==> src/rtl/rdcmd_pkg.sv <==
`default_nettype none
// ============================================================================
// Module      : rdcmd_pkg
// Description : Shared types and constants for the read-command scheduler.
//               Holds the FSM state encoding, beat geometry and the fixed AXI
//               AR attribute values.
// Revision    : 1.0 - initial release
// ============================================================================
package rdcmd_pkg;

  // Job-level FSM states
  typedef enum logic [2:0] {
    ST_IDLE  = 3'd0,
    ST_PARAM = 3'd1,
    ST_MB    = 3'd2,
    ST_DRAIN = 3'd3,
    ST_DONE  = 3'd4
  } state_e;

  localparam int unsigned BEAT_BYTES  = 128;
  localparam int unsigned BEAT_SHIFT  = 7;    // log2(BEAT_BYTES)
  localparam int unsigned PARAM_BEATS = 6;
  localparam int unsigned MB_BEATS    = 3;
  localparam int unsigned PAGE_BEATS  = 32;   // beats per 4 KB page

  localparam logic [2:0] AXI_SIZE_128B  = 3'b111;
  localparam logic [1:0] AXI_BURST_INCR = 2'b01;

endpackage : rdcmd_pkg
`default_nettype wire

==> src/rtl/rdcmd_burst_split.sv <==
`default_nettype none
// ============================================================================
// Module      : rdcmd_burst_split
// Description : Combinational burst sizer. Returns arlen for the next burst:
//               the remaining beats of the current request, clipped so the
//               burst never crosses a 4 KB boundary. Addresses are
//               beat-aligned, so only the beat index inside the page matters.
// Revision    : 1.0 - initial release
// ============================================================================
module rdcmd_burst_split
  import rdcmd_pkg::*;
(
  input  logic [4:0] page_beat,   // address bits [11:7]
  input  logic [2:0] rem_beats,   // beats still to request, 1..6
  output logic [7:0] arlen
);

  logic [5:0] room_beats;
  logic [5:0] rem_ext;
  logic [5:0] burst_beats;

  // Take the smaller of what is left and what fits before the page end
  always_comb begin
    room_beats  = 6'(PAGE_BEATS) - {1'b0, page_beat};
    rem_ext     = {3'b000, rem_beats};
    burst_beats = (rem_ext < room_beats) ? rem_ext : room_beats;
    arlen       = {2'b00, burst_beats} - 8'd1;
  end

endmodule : rdcmd_burst_split
`default_nettype wire

==> src/rtl/rdcmd_scheduler.sv <==
`default_nettype none
// ============================================================================
// Module      : rdcmd_scheduler
// Description : Issues the AXI read-address stream for one decode job: a
//               6-beat parameter request followed by a 3-beat request per
//               macroblock, split at 4 KB boundaries and throttled by the
//               number of bursts still waiting for their last R beat.
// Config      : RDCMD_ERR_ABORT_EN - when defined, a read error during the
//               request phase stops issuing and drains the job early.
// Revision    : 1.0 - initial release
// ============================================================================
module rdcmd_scheduler
  import rdcmd_pkg::*;
#(
  parameter int ID_WIDTH        = 2,
  parameter int MAX_OUTSTANDING = 4
) (
  input  logic                clk,
  input  logic                rst_n,
  input  logic                start_pulse,
  input  logic [63:0]         src_addr,
  input  logic [15:0]         mb_num,
  input  logic [1:0]          rd_error,
  output logic [63:0]         m_axi_araddr,
  output logic [7:0]          m_axi_arlen,
  output logic [2:0]          m_axi_arsize,
  output logic [1:0]          m_axi_arburst,
  output logic [ID_WIDTH-1:0] m_axi_arid,
  output logic                m_axi_arvalid,
  input  logic                m_axi_arready,
  input  logic                m_axi_rvalid,
  input  logic                m_axi_rready,
  input  logic                m_axi_rlast,
  output logic                busy,
  output logic                done_pulse,
  output logic                job_err
);

  localparam logic [3:0] MAX_OUT = 4'(MAX_OUTSTANDING);

  state_e      state_q, state_d;
  logic [63:0] addr_q, addr_d;       // address of the burst being / to be issued
  logic [7:0]  arlen_q, arlen_d;
  logic        arvalid_q, arvalid_d;
  logic [2:0]  rem_q, rem_d;         // beats of the current request not yet accepted
  logic [15:0] mb_left_q, mb_left_d; // macroblock requests not yet started
  logic [3:0]  out_q, out_d;         // bursts accepted but without rlast yet
  logic        job_err_q, job_err_d;

  logic        ar_hs;
  logic        r_last_hs;
  logic        abort_now;
  logic        in_req_phase;
  logic [63:0] addr_n;
  logic [2:0]  rem_n;
  logic [7:0]  split_len;
  logic        unused_rd_err;

  assign ar_hs        = arvalid_q && m_axi_arready;
  assign r_last_hs    = m_axi_rvalid && m_axi_rready && m_axi_rlast;
  assign in_req_phase = (state_q == ST_PARAM) || (state_q == ST_MB);
  assign unused_rd_err = rd_error[1];

`ifdef RDCMD_ERR_ABORT_EN
  logic abort_q, abort_d;

  // Remember a request-phase error so issuing stays stopped until the drain
  always_comb begin
    abort_d = abort_q;
    if (state_q == ST_IDLE) begin
      abort_d = 1'b0;
    end else if (in_req_phase && rd_error[0]) begin
      abort_d = 1'b1;
    end
  end

  // Abort flag register
  always_ff @(posedge clk or negedge rst_n) begin
    if (!rst_n) begin
      abort_q <= 1'b0;
    end else begin
      abort_q <= abort_d;
    end
  end

  assign abort_now = in_req_phase && (abort_q || rd_error[0]);
`else
  assign abort_now = 1'b0;
`endif

  // Outstanding-burst counter: saturating, simultaneous +1/-1 cancels
  always_comb begin
    out_d = out_q;
    if (ar_hs && !r_last_hs) begin
      if (out_q != 4'hF) out_d = out_q + 4'd1;
    end else if (!ar_hs && r_last_hs) begin
      if (out_q != 4'h0) out_d = out_q - 4'd1;
    end
  end

  // Advance the request pointer on handshakes and walk the job FSM
  always_comb begin
    state_d   = state_q;
    addr_n    = addr_q;
    rem_n     = rem_q;
    mb_left_d = mb_left_q;
    job_err_d = job_err_q;

    if (ar_hs) begin
      addr_n = addr_q + (({56'd0, arlen_q} + 64'd1) << BEAT_SHIFT);
      rem_n  = rem_q - arlen_q[2:0] - 3'd1;
    end

    if (busy && rd_error[0]) job_err_d = 1'b1;

    case (state_q)
      ST_IDLE: begin
        if (start_pulse) begin
          state_d   = ST_PARAM;
          addr_n    = src_addr;
          rem_n     = 3'(PARAM_BEATS);
          mb_left_d = mb_num;
          job_err_d = 1'b0;
        end
      end
      ST_PARAM, ST_MB: begin
        if (abort_now) begin
          // let a burst already on the bus complete its handshake first
          if (!arvalid_q || ar_hs) state_d = ST_DRAIN;
        end else if (rem_n == 3'd0) begin
          if (mb_left_q == 16'd0) begin
            state_d = ST_DRAIN;
          end else begin
            state_d   = ST_MB;
            rem_n     = 3'(MB_BEATS);
            mb_left_d = mb_left_q - 16'd1;
          end
        end
      end
      ST_DRAIN: begin
        if (out_q == 4'd0) state_d = ST_DONE;
      end
      ST_DONE: begin
        state_d = ST_IDLE;
      end
      default: begin
        state_d = ST_IDLE;
      end
    endcase
  end

  rdcmd_burst_split u_split (
    .page_beat (addr_n[11:7]),
    .rem_beats (rem_n),
    .arlen     (split_len)
  );

  // Present the next burst, back-to-back when the credit allows
  always_comb begin
    arvalid_d = arvalid_q;
    arlen_d   = arlen_q;
    addr_d    = addr_n;
    rem_d     = rem_n;
    if (ar_hs) arvalid_d = 1'b0;
    if (((state_d == ST_PARAM) || (state_d == ST_MB)) && (!arvalid_q || ar_hs) &&
        (rem_n != 3'd0) && !abort_now && (out_d < MAX_OUT)) begin
      arvalid_d = 1'b1;
      arlen_d   = split_len;
    end
  end

  // State and datapath registers
  always_ff @(posedge clk or negedge rst_n) begin
    if (!rst_n) begin
      state_q   <= ST_IDLE;
      addr_q    <= 64'd0;
      arlen_q   <= 8'd0;
      arvalid_q <= 1'b0;
      rem_q     <= 3'd0;
      mb_left_q <= 16'd0;
      out_q     <= 4'd0;
      job_err_q <= 1'b0;
    end else begin
      state_q   <= state_d;
      addr_q    <= addr_d;
      arlen_q   <= arlen_d;
      arvalid_q <= arvalid_d;
      rem_q     <= rem_d;
      mb_left_q <= mb_left_d;
      out_q     <= out_d;
      job_err_q <= job_err_d;
    end
  end

  assign m_axi_araddr  = addr_q;
  assign m_axi_arlen   = arlen_q;
  assign m_axi_arvalid = arvalid_q;
  assign m_axi_arsize  = AXI_SIZE_128B;
  assign m_axi_arburst = AXI_BURST_INCR;
  assign m_axi_arid    = '0;
  assign busy          = (state_q != ST_IDLE);
  assign done_pulse    = (state_q == ST_DONE);
  assign job_err       = job_err_q;

endmodule : rdcmd_scheduler
`default_nettype wire
==> config.mk <==
export PLATFORM = sky130hd
export DESIGN_NAME = rdcmd_scheduler
export DESIGN_NICKNAME = d
export VERILOG_FILES = /design/src/rtl/rdcmd_pkg.sv /design/src/rtl/rdcmd_burst_split.sv /design/src/rtl/rdcmd_scheduler.sv
export SDC_FILE = /design/constraint.sdc
export NUM_CORES = 1
export LEC_CHECK = 0
export CORE_ASPECT_RATIO = 1.5
export CORE_MARGIN = 5
export CORE_UTILIZATION = 45
export DETAILED_ROUTE_END_ITERATION = 10
export HOLD_SLACK_MARGIN = 0.15
export PLACE_DENSITY = 0.76
export SLEW_MARGIN = 20
export SYNTH_ARGS = -nofsm -noshare
export SYNTH_HDL_FRONTEND = slang
export SYNTH_HIERARCHICAL = 1
export SYNTH_SLANG_ARGS = --single-unit
==> constraint.sdc <==
create_clock -name clk -period 4.8 [get_ports clk]
set_input_delay 0.48 -clock clk [delete_from_list [all_inputs] [get_ports clk]]
set_output_delay 0.48 -clock clk [all_outputs]
set_load 0.01 [all_outputs]
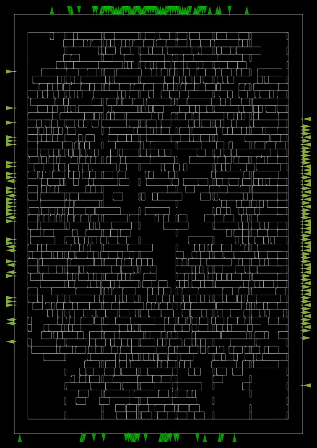
(cell outlines without signal wires)
# rows: 53
Post-Route Utilization: 0.605
flip-flops: 100

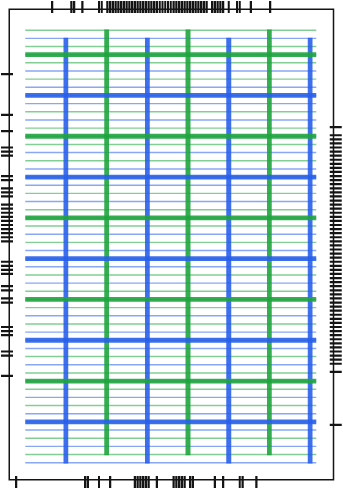
(supply network)
(3 px per um) Pins as bars on the die edge.
legend:
  VDD:
    colour: green
  VSS:
    colour: blue
signal pins: 172
rows: 53
met4 straps: 7
met1 rails: 54
met5 straps: 10
Core Footprint: 14000 um2
Die Y: 156 um
worst vdd ir: 479 uV

==> run_results.csv <==
group,metric,value,unit
route,antenna_left,0,
critical_path,start_kind,"register",
route,routed_via_density,5.41,
clocking,cts_hold_buf,0,
grt,grt_pass1_wl,28.7,mm
clocking,cts_buffers,9,
sta,drv_slew,0,
critical_path,r2r_end,"m_axi_arlen[2]",
clocking,cts_max_path_buffers,2,
clocking,cts_tree,"done",
sta,finalClockPeriodUsage,0.921,
sta,worst_pin_slew,0.774,ns
grt,track_usage,0.211,
logic_synthesis,area_leaders,"dfrtp_1, nand2_1, xor2_1",
final_layout,num_antenna_cells,0,
placed_design,dpl-instance-area,8180,um2
critical_path,path_class,"reg2reg",
logic_synthesis,synthArstFlopShare,1.00,
final_layout,nNonClkInverters,24,
critical_path,crit_chain,"ha_1 -> inv_1 -> fa_1 -> nor2_1 -> a21oi_1 -> o21ai_0 -> inv_1 -> ha_1 -> xor2_1 -> ha_1 -> a21oi_1 -> o21ai_2 -> nand3_4 -> mux2i_1 -> ha_1 -> nor2b_1 -> o32ai_1 -> o211ai_1 -> mux2_4",
final_layout,comb_area,3650,um2
min_path,hp-class,"in2async",
grt,grt_max_degree,70,
placed_design,place.port_buffers,163,
clocking,cts_root_buf,"clkbuf_16",
route,dr.pass1.iters,4,
critical_path,cp.depth,19,
power_and_ir_drop,largestPowerGroup,"combinational logic",
final_layout,largestClassByArea,"multi-input combinational cells",
clocking,ctsResizeCount,0,
critical_path,crit_path_max_fanout,7,
power_and_ir_drop,leakage,3.40,nW
final_layout,seq_share,0.296,
final_layout,nFillCells,1237,
sta,slew-limit-headroom,0.484,
power_and_ir_drop,pwr-share-comb,0.566,
sta,final.setup.tns,0,ns
clocking,cts_max_level,3,
critical_path,critPathRequiredTime,5.04,ns
logic_synthesis,netlist_instances,737,
sta,holdWs,0.192,ns
logic_synthesis,avgSynthCellArea,8.72,um2
floorplan,tap-cell-count,192,
flow_run,tool_warnings,30,
final_layout,clockNetworkAreaShare,0.0336,
final_layout,nMultiInputCombCells,578,
logic_synthesis,top_area_frac,0.390,
final_layout,sh_comb_area,0.431,
critical_path,crit_family,"adder cells",
critical_path,path_buffers,2,
logic_synthesis,syn_area,6420,um2
floorplan,chipArea,16800,um2
sta,period_needed,4.42,ns
power_and_ir_drop,switchingPower,0.00245,W
critical_path,worstRegToRegCells,19,
power_and_ir_drop,clock_power_share,0.129,
floorplan,boundaryPins,172,
placed_design,gp_congestion,0.851,
power_and_ir_drop,power.internal,0.00309,W
logic_synthesis,ys_area,6420,um2
power_and_ir_drop,swShare,0.442,
final_layout,drive_above_1_share,0.0708,
clocking,cts_sinks,100,
final_layout,clock_buffers,9,
critical_path,critical_path.startpoint,"m_axi_arlen[1]",
route,initialDrtViolationCount,231,
critical_path,rr_startpoint,"m_axi_arlen[1]",
logic_synthesis,yosys-stat-cells,737,
power_and_ir_drop,p_clk,0.000711,W
clocking,clkLatencyLatePin,0.35,ns
sta,fmax,0.226,GHz
critical_path,endpoint_kind,"register",
sta,rsz0062_at_grt,"false",
clocking,clkTransAtPathRegs,0.07,ns
clocking,postCtsSetupBuffers,0,
logic_synthesis,ys_seq_frac,0.390,
critical_path,cpMostUsedCell,"ha_1",
logic_synthesis,synth_flops,100,
final_layout,nets,997,
floorplan,initial_core_util,0.459,
power_and_ir_drop,p_comb,0.00313,W
logic_synthesis,flop_cell,"dfrtp_1",
grt,antenna_found_initial,0,
grt,grt_pass1_vias,5885,
flow_run,maxCapViolations,0,
logic_synthesis,edf_count,0,
critical_path,cpPeakStageDelay,0.46,ns
logic_synthesis,synth.distinct_cells,68,
route,wl_per_cell,16.1,um
logic_synthesis,synth_top_cell_by_count,"nand2_1",
critical_path,cp-endpoint,"m_axi_arlen[2]",
sta,report.final.setup_viol,0,
power_and_ir_drop,total_power,0.00553,W
sta,finalClockSkew,0.0104,ns
power_and_ir_drop,power_density,654,nW/um2
critical_path,crit_arrival,4.66,ns
power_and_ir_drop,p_seq,0.00169,W
power_and_ir_drop,pwr-share-seq,0.305,
route,vias,5851,
logic_synthesis,yosys-top-cells-count,"nand2_1, dfrtp_1, o21ai_0, nor2_1, a21oi_1",
critical_path,slowest_stage,"dfrtp_1",
route,drc,0,
placed_design,placed_cells,1066,
sta,final-hold-violation-count,0,
grt,overflow,0,
floorplan,die_w,108,um
logic_synthesis,top_area_cell,"dfrtp_1",
critical_path,rrSetupSlack,0.38,ns
final_layout,flop_area,2500,um2
final_layout,final_cells,1082,
final_layout,signal_buffer_area_fraction,0.201,
run_status,status,"completed",
logic_synthesis,synth_warnings,6,
placed_design,dpl.hpwl,13.1,mm
route,wl,17.4,mm
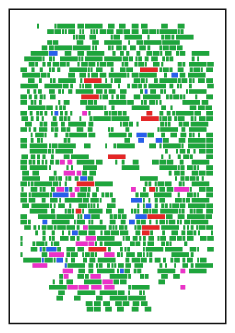
(cells by drive strength)
(2 px per um)
legend:
  _6 and larger:
    colour: red
    cells: 13
    most_used: clkbuf_16
  _0 and _1 cells:
    colour: green
    cells: 827
    most_used: clkdlybuf4s50_1
  _3 and _4 cells:
    colour: magenta
    cells: 27
    most_used: buf_4
  _2 cells:
    colour: blue
    cells: 23
fin area: 8460 um2
synth-to-layout area growth: 31.7%
Setup WS post-layout: 0.381 ns
Buffers, non-clock: 172

kinds of logic after synthesis:
family,share of synthesized area
AND-OR/OR-AND,0.161
other,0.00117
buffers and inverters,0.0467
XOR/XNOR,0.0777
AND/OR/NAND/NOR,0.240
adder cells (fa/ha/maj),0.0471
multiplexers,0.0370
flip-flops,0.390
routing by layer:
metal | part of all wire | vias up | global-route usage
met2 | 0.52 | 141 | 0.377
li1 | - | 2886 | -
met5 | 0 | - | 0
met4 | 0.022 | 0 | 0.0668
met3 | 0.054 | 30 | 0.0442
met1 | 0.40 | 2794 | 0.251
cell usage in the layout (no fill, tap or decap), types with 7 or more instances in the layout:
| cell type | count |
|---|---|
| clkdlybuf4s50_1 | 162 |
| nand2_1 | 118 |
| dfrtp_1 | 100 |
| o21ai_0 | 63 |
| nor2_1 | 46 |
| a21oi_1 | 44 |
| xor2_1 | 41 |
| nand3_1 | 35 |
| inv_1 | 21 |
| nand4_1 | 21 |
| ha_1 | 21 |
| nor3_1 | 19 |
| xnor2_1 | 16 |
| and3_1 | 13 |
| nor4_1 | 12 |
| buf_4 | 10 |
| mux2_4 | 9 |
| clkbuf_16 | 9 |
| o21a_1 | 8 |
| mux2i_1 | 8 |
| or3_1 | 7 |
| o2bb2ai_1 | 7 |
| conb_1 | 7 |
flip-flops by register name, indices dropped and copies added (netlist names):
register       flops
m_axi_arlen        8
job_err            1
state_q            3
out_q              4
m_axi_araddr      64
rem_q              3
m_axi_arvalid      1
mb_left_q         16
through the flow:
stage | worst slack, ns | util
2_1_floorplan | 0.519 | -
3_3_place_gp | 0.569 | 0.584
3_5_place_dp | 0.414 | 0.584
4_1_cts | 0.430 | 0.605
5_1_grt | 0.123 | 0.605
6_report | 0.381 | 0.605
No activity file was given, so power comes from the tool's default toggle rates.
